--- config.mk ---
export PLATFORM = sky130hd
export DESIGN_NAME = smpl_unpack
export DESIGN_NICKNAME = d
export VERILOG_FILES = /design/src/rtl/smpl_pkg.sv /design/src/rtl/smpl_shift.sv /design/src/rtl/smpl_unpack.sv
export SDC_FILE = /design/constraint.sdc
export NUM_CORES = 1
export LEC_CHECK = 0
export CORE_ASPECT_RATIO = 0.9
export CORE_MARGIN = 2
export CORE_UTILIZATION = 56
export DETAILED_ROUTE_END_ITERATION = 7
export PLACE_DENSITY = 0.86
export SETUP_SLACK_MARGIN = 0.15
export SKIP_CTS_REPAIR_TIMING = 1
export SLEW_MARGIN = 10
export SYNTH_ARGS = -nofsm -noshare
export SYNTH_HDL_FRONTEND = slang
export SYNTH_SLANG_ARGS = --single-unit
--- constraint.sdc ---
create_clock -name clk -period 6.5 [get_ports clk]
set_clock_uncertainty 0.1 [all_clocks]
set_input_delay 1.625 -clock clk [delete_from_list [all_inputs] [get_ports clk]]
set_output_delay 1.625 -clock clk [all_outputs]
set_load 0.005 [all_outputs]
--- src/rtl/smpl_pkg.sv ---
// Shared types and constants for the capture-RAM unpacker.
package smpl_pkg;

    localparam int SMPL_PER_WORD = 4;
    localparam int WORD_W        = 8;
    localparam int SLOT_W        = $clog2(SMPL_PER_WORD);

    typedef enum logic [2:0] {
        IDLE,
        FETCH,
        LOAD,
        STREAM,
        FIN
    } unpk_state_t;

endpackage

--- src/rtl/smpl_shift.sv ---
// Holds one packed capture word and walks through its four (H,L) pairs, oldest pair first.
module smpl_shift
    import smpl_pkg::*;
(
    input  logic              clk,
    input  logic              rst,
    input  logic              load,
    input  logic [WORD_W-1:0] load_word,
    input  logic              advance,
    output logic              smpl_h,
    output logic              smpl_l,
    output logic              first_slot,
    output logic              last_slot
);

    logic [WORD_W-1:0] word;
    logic [SLOT_W-1:0] slot;

    // A load restarts at pair [1:0]; each advance steps to the next newer pair.
    always_ff @(posedge clk) begin
        if (rst) begin
            word <= '0;
            slot <= '0;
        end else if (load) begin
            word <= load_word;
            slot <= '0;
        end else if (advance) begin
            slot <= slot + 1'b1;
        end
    end

    assign smpl_h     = word[{slot, 1'b1}];
    assign smpl_l     = word[{slot, 1'b0}];
    assign first_slot = (slot == '0);
    assign last_slot  = (slot == SLOT_W'(SMPL_PER_WORD - 1));

endmodule

--- src/rtl/smpl_unpack.sv ---
// Reads packed H/L words back from the circular capture RAM and streams one sample per handshake.
module smpl_unpack
    import smpl_pkg::*;
#(
    parameter int ADDR_W = 9,
    parameter int DEPTH  = 384
) (
    input  logic              clk,
    input  logic              rst,
    input  logic              start,
    input  logic [ADDR_W-1:0] start_addr,
    input  logic [ADDR_W:0]   word_cnt,
    output logic              ram_rd_en,
    output logic [ADDR_W-1:0] ram_addr,
    input  logic [WORD_W-1:0] ram_rdata,
    output logic              smpl_vld,
    input  logic              smpl_rdy,
    output logic              smpl_H,
    output logic              smpl_L,
    output logic              smpl_last,
    output logic              busy,
    output logic              done
);

    unpk_state_t       state, state_nxt;
    logic [ADDR_W-1:0] addr_q;
    logic [ADDR_W-1:0] addr_inc;
    logic [ADDR_W:0]   rd_left;
    logic [WORD_W-1:0] pbuf;
    logic              pbuf_vld;
    logic              rd_pend;

    logic              sh_load;
    logic              sh_adv;
    logic [WORD_W-1:0] sh_word;
    logic              sh_h;
    logic              sh_l;
    logic              sh_first;
    logic              sh_last;
    logic              last_word;

    smpl_shift u_shift (
        .clk        (clk),
        .rst        (rst),
        .load       (sh_load),
        .load_word  (sh_word),
        .advance    (sh_adv),
        .smpl_h     (sh_h),
        .smpl_l     (sh_l),
        .first_slot (sh_first),
        .last_slot  (sh_last)
    );

    assign addr_inc  = (addr_q == ADDR_W'(DEPTH - 1)) ? '0 : addr_q + 1'b1;
    // No word waiting or in flight means the word in the shifter is the final one.
    assign last_word = !pbuf_vld && !rd_pend;

    assign smpl_H    = (state == STREAM) && sh_h;
    assign smpl_L    = (state == STREAM) && sh_l;
    assign smpl_last = (state == STREAM) && sh_last && last_word;

    // Next-state and control decode; the prefetch read is issued as the first pair of a word is taken.
    always_comb begin
        state_nxt = state;
        ram_rd_en = 1'b0;
        ram_addr  = '0;
        sh_load   = 1'b0;
        sh_adv    = 1'b0;
        sh_word   = ram_rdata;
        smpl_vld  = 1'b0;
        busy      = 1'b0;
        done      = 1'b0;
        case (state)
            IDLE: begin
                if (start) begin
                    state_nxt = (word_cnt == '0) ? FIN : FETCH;
                end
            end
            FETCH: begin
                busy      = 1'b1;
                ram_rd_en = 1'b1;
                ram_addr  = addr_q;
                state_nxt = LOAD;
            end
            LOAD: begin
                busy      = 1'b1;
                sh_load   = 1'b1;
                sh_word   = ram_rdata;
                state_nxt = STREAM;
            end
            STREAM: begin
                busy     = 1'b1;
                smpl_vld = 1'b1;
                if (smpl_rdy) begin
                    if (sh_first && (rd_left != '0)) begin
                        ram_rd_en = 1'b1;
                        ram_addr  = addr_inc;
                    end
                    if (sh_last) begin
                        if (last_word) begin
                            state_nxt = FIN;
                        end else begin
                            sh_load = 1'b1;
                            sh_word = pbuf;
                        end
                    end else begin
                        sh_adv = 1'b1;
                    end
                end
            end
            FIN: begin
                done      = 1'b1;
                state_nxt = IDLE;
            end
            default: state_nxt = IDLE;
        endcase
    end

    // State, read address/remaining-read count and the one-word prefetch buffer.
    always_ff @(posedge clk) begin
        if (rst) begin
            state    <= IDLE;
            addr_q   <= '0;
            rd_left  <= '0;
            pbuf     <= '0;
            pbuf_vld <= 1'b0;
            rd_pend  <= 1'b0;
        end else begin
            state   <= state_nxt;
            rd_pend <= (state == STREAM) && ram_rd_en;
            if ((state == IDLE) && start) begin
                addr_q  <= start_addr;
                rd_left <= (word_cnt == '0) ? '0 : word_cnt - 1'b1;
            end else if ((state == STREAM) && ram_rd_en) begin
                addr_q  <= addr_inc;
                rd_left <= rd_left - 1'b1;
            end
            if (rd_pend) begin
                pbuf     <= ram_rdata;
                pbuf_vld <= 1'b1;
            end else if (((state == STREAM) && sh_load) || ((state == IDLE) && start)) begin
                pbuf_vld <= 1'b0;
            end
        end
    end

endmodule

==> out/qor.yml, run 1 <==
status:
  status: "finished clean"
route:
  wl_met2_um: 2880
  viasPerCell: 6.03
  top_layer: "met4"
floorplan:
  fp.dieW_um: 74.3
global_routing:
  grt_max_degree: 26
  grt_most_used_layer: "met2"
  grt_overflow_total: 0
place:
  dp_slack_ps: 745
  dp_hpwl_um: 4630
timing:
  finalHoldViolCount: 0
  finalCritPeriodShare_pct: 89.1
  whs_ps: 383
worst_setup_path:
  critPathLaunch: "smpl_rdy"
  crit_type: "in -> out"
  path_max_fanout: 13
yosys:
  syn_nets: 339
  top_cells_by_area: "dfxtp_1 34%, mux2i_1 7.6%, nor2_1 6.2%"
  ys_cells: 303
  synth.area.mux_share_pct: 9.88
  yosysUniqueCellTypes: 49
  avgSynthCellArea_um2: 8.23
  synth.largest_area_cell: "dfxtp_1"
layout:
  drive_gt1_share_pct: 7.23
  logic_gate_count: 233
  flops: 42
  seqCellArea_um2: 841
  n_all_inverters: 12
  syn_to_final_growth_pct: 24.4
  dominant-cell-class: "combinational gates"
  diodes: 0
  final-comb-area_um2: 1550
  design_area_um2: 3100
  signal_buffer_area_fraction_pct: 16.0
pwr:
  ir_drop_mv: 0.175
  power_frac_seq_pct: 48.7
  comb_power_share_pct: 21.2
cts:
  clk_pin_slew_ps: 80
  clkSinkCount: 42
  cts_tree: "done"
run:
  cap_viol_max_count: 0
min_path:
  hold_depth: 1
  min_path_type: "reg -> reg"
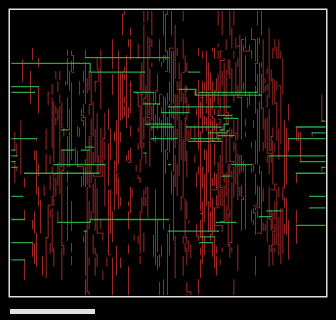
run_1/wires.png
The bar under the picture is 20 um long. Two of the layers only.
colour	layer	wire length
green	metal 3	369 um
red	metal 2	2880 um

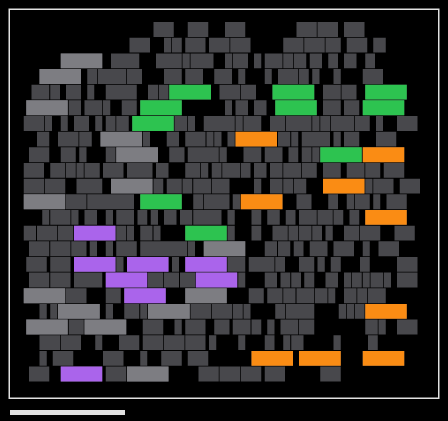
run_1/flops_by_reg.png
The bar under the picture is 20 um long. Other sequential cells in the stronger grey, the rest of the logic in the fainter grey.
colour	signal	flops
orange	addr_q	9
green	rd_left	10
purple	u_shift.word	8

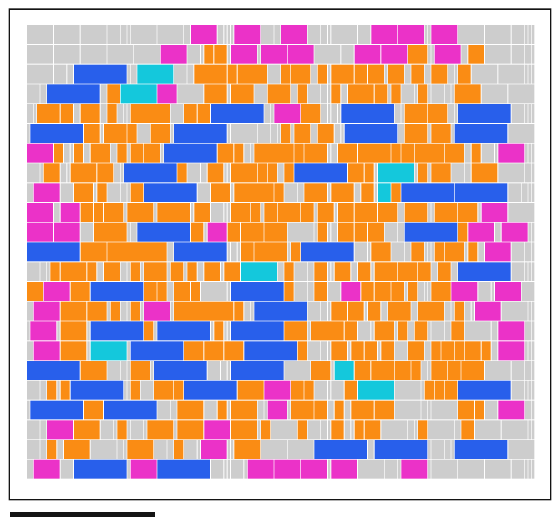
run_1/placement_by_type.png
The bar under the picture is 20 um long. Fill, decap, tap and diode cells in grey.
colour	class	cells
magenta	other buffers and delay cells	51
blue	flops	42
orange	combinational and other logic	245
cyan	clock drivers and dummy loads	8

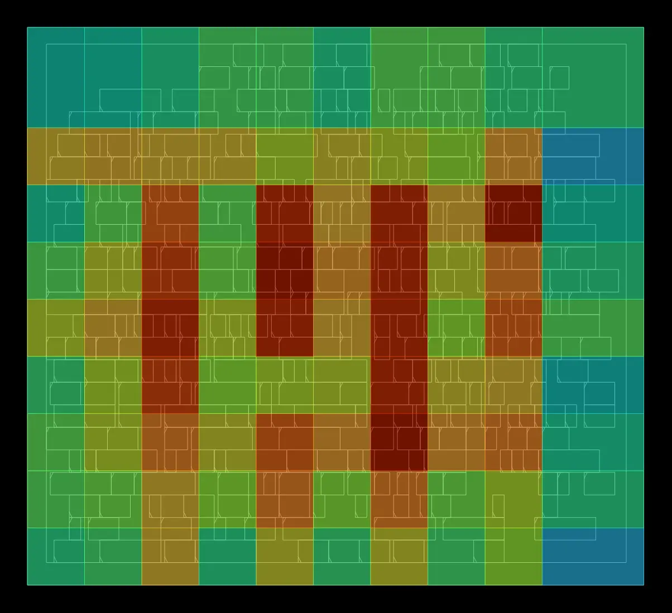
run_1/congestion.png
met3 Use GR: 7.16%
met1 usage: 34.3%
fin util: 70.9%
met2 GRT Util: 42.0%

run_1/cell_density.png
The die is cut into 7 by 7 equal tiles; black is low, pale yellow is high, 0 to 100% covered.
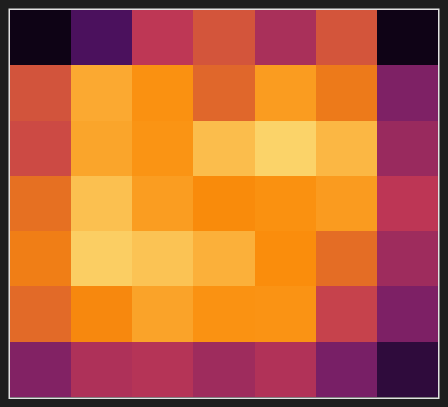

==> run 2, diff against run 1 <==
--- a/config.mk
+++ b/config.mk
@@ -7,9 +7,9 @@
 export LEC_CHECK = 0
 export CORE_ASPECT_RATIO = 0.9
 export CORE_MARGIN = 2
-export CORE_UTILIZATION = 56
+export CORE_UTILIZATION = 52
 export DETAILED_ROUTE_END_ITERATION = 7
-export PLACE_DENSITY = 0.86
+export PLACE_DENSITY = 0.81
 export SETUP_SLACK_MARGIN = 0.15
 export SKIP_CTS_REPAIR_TIMING = 1
 export SLEW_MARGIN = 10
==> constraint.sdc (replaced) <==
create_clock -name clk -period 6.3 [get_ports clk]
set_clock_uncertainty 0.1 [all_clocks]
set_input_delay 1.575 -clock clk [delete_from_list [all_inputs] [get_ports clk]]
set_output_delay 1.575 -clock clk [all_outputs]
set_load 0.005 [all_outputs]
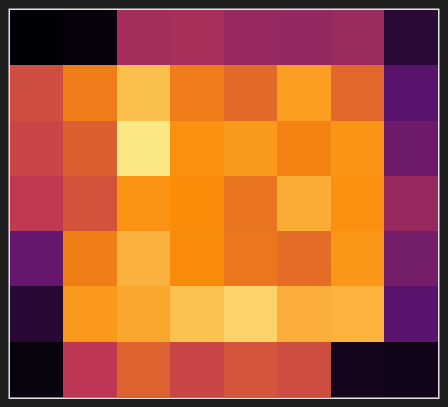
run_2/cell_density.png
The die is cut into 8 by 7 equal tiles; black is low, pale yellow is high, 0 to 100% covered.
nearly empty tiles	3.6%
mean over tiles	56%
fullest tile	95%
tiles over 75% full	30%

==> out/qor.yml, run 2 <==
yosys:
  synth.largest_area_cell: "dfxtp_1"  # unchanged
  avgSynthCellArea_um2: 8.23  # unchanged
  ys_cells: 303  # unchanged
  syn_nets: 339  # unchanged
  synth.area.mux_share_pct: 9.88  # unchanged
global_routing:
  grt_overflow_total: 0  # unchanged
  grtUsageMet3_pct: 5.86  # was 7.16%
  grt_use_met2_pct: 36.4  # was 42.0%
  grt_most_used_layer: "met2"  # unchanged
layout:
  signal_buffer_area_fraction_pct: 15.6  # was 16.0%
  dominant-cell-class: "combinational gates"  # unchanged
  final-comb-area_um2: 1550  # unchanged
  flops: 42  # unchanged
  n_all_inverters: 12  # unchanged
  logic_gate_count: 233  # unchanged
  syn_to_final_growth_pct: 23.8  # was 24.4%
  drive_gt1_share_pct: 6.69  # was 7.23%
status:
  status: "finished clean"  # unchanged
pwr:
  ir_drop_mv: 0.120  # was 0.175 mV
  comb_power_share_pct: 20.8  # was 21.2%
cts:
  clkSinkCount: 42  # unchanged
  clk_pin_slew_ps: 80  # about the same
floorplan:
  fp.dieW_um: 77.0  # was 74.3 um
timing:
  whs_ps: 380  # was 383 ps
  finalCritPeriodShare_pct: 88.9
route:
  top_layer: "met4"  # unchanged
  viasPerCell: 5.89  # was 6.03
min_path:
  min_path_type: "reg -> reg"  # unchanged
worst_setup_path:
  crit_type: "in -> out"  # unchanged
  path_max_fanout: 13  # unchanged
place:
  dp_slack_ps: 727  # was 745 ps
run:
  cap_viol_max_count: 0  # unchanged
run_2/congestion.png
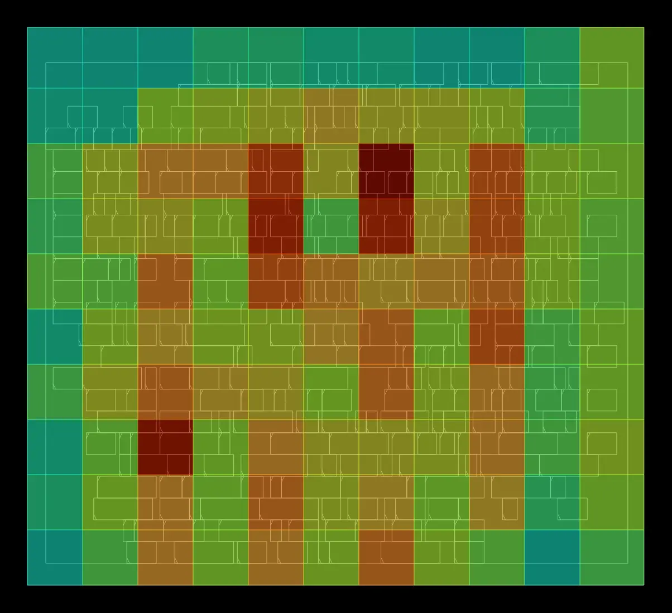

==> run 3, diff against run 2 <==
--- a/config.mk
+++ b/config.mk
@@ -6,13 +6,13 @@
 export NUM_CORES = 1
 export LEC_CHECK = 0
 export CORE_ASPECT_RATIO = 0.9
-export CORE_MARGIN = 2
-export CORE_UTILIZATION = 52
+export CORE_UTILIZATION = 53
 export DETAILED_ROUTE_END_ITERATION = 7
-export PLACE_DENSITY = 0.81
+export PLACE_DENSITY = 0.82
 export SETUP_SLACK_MARGIN = 0.15
 export SKIP_CTS_REPAIR_TIMING = 1
 export SLEW_MARGIN = 10
 export SYNTH_ARGS = -nofsm -noshare
 export SYNTH_HDL_FRONTEND = slang
+export SYNTH_HIERARCHICAL = 1
 export SYNTH_SLANG_ARGS = --single-unit
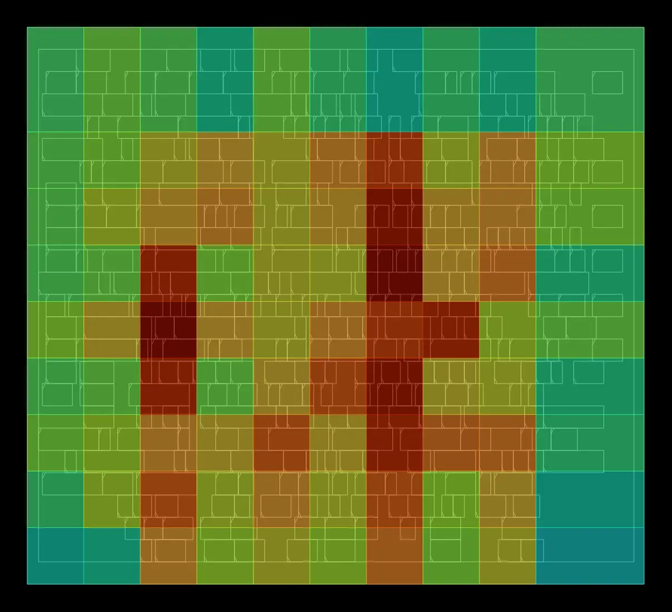
run_3/congestion.png
fin util: 69.6%
gr busiest metal: met2
met1 usage: 36.3%

==> out/qor.yml, run 3 <==
yosys:
  top_cells_by_area: "dfxtp_1 33%, mux2i_1 8.2%, nor2_1 5.6%"  # was dfxtp_1 34%, mux2i_1 7.6%, nor2_1 6.2%
  syn_nets: 352  # was 339
  yosysUniqueCellTypes: 52  # was 49
  synth.area.mux_share_pct: 13.5  # was 9.88%
  avgSynthCellArea_um2: 8.11  # was 8.23 um2
  synth.largest_area_cell: "dfxtp_1"  # unchanged
  ys_cells: 316  # was 303
cts:
  cts-root-buf: "clkbuf_8"  # unchanged
  cts_tree: "done"  # unchanged
  clk_pin_slew_ps: 80  # about the same
  clkSinkCount: 42  # unchanged
layout:
  final-comb-area_um2: 1620  # was 1550 um2
  seqCellArea_um2: 841  # unchanged
  syn_to_final_growth_pct: 23.6  # was 23.8%
  dominant-cell-class: "combinational gates"  # unchanged
  logic_gate_count: 247  # was 233
  n_all_inverters: 13  # was 12
  signal_buffer_area_fraction_pct: 15.5  # was 15.6%
  drive_gt1_share_pct: 8.06  # was 6.69%
timing:
  finalHoldViolCount: 0  # unchanged
  whs_ps: 401  # was 380 ps
  finalCritPeriodShare_pct: 88.4  # was 88.9%
worst_setup_path:
  start_kind: "input pin"  # unchanged
  crit_type: "in -> out"  # unchanged
min_path:
  hold_depth: 2  # was 1
  holdPathEnd: "pbuf[6]"  # was rd_left[9]
  min_path_type: "reg -> reg"  # unchanged
status:
  status: "finished clean"  # unchanged
route:
  viasPerCell: 6.00  # was 5.89
  wl_met2_um: 3070  # was 2760 um
  top_layer: "met4"  # unchanged
pwr:
  ir_drop_mv: 0.162  # was 0.120 mV
  power_frac_seq_pct: 48.5  # was 48.8%
  comb_power_share_pct: 23.5  # was 20.8%
global_routing:
  grt_use_met2_pct: 46.0  # was 36.4%
  grt_max_degree: 23  # was 38
place:
  dp_slack_ps: 754  # was 727 ps
floorplan:
  fp.dieW_um: 75.3  # was 77.0 um
No activity file was given, so power comes from the tool's default toggle rates.
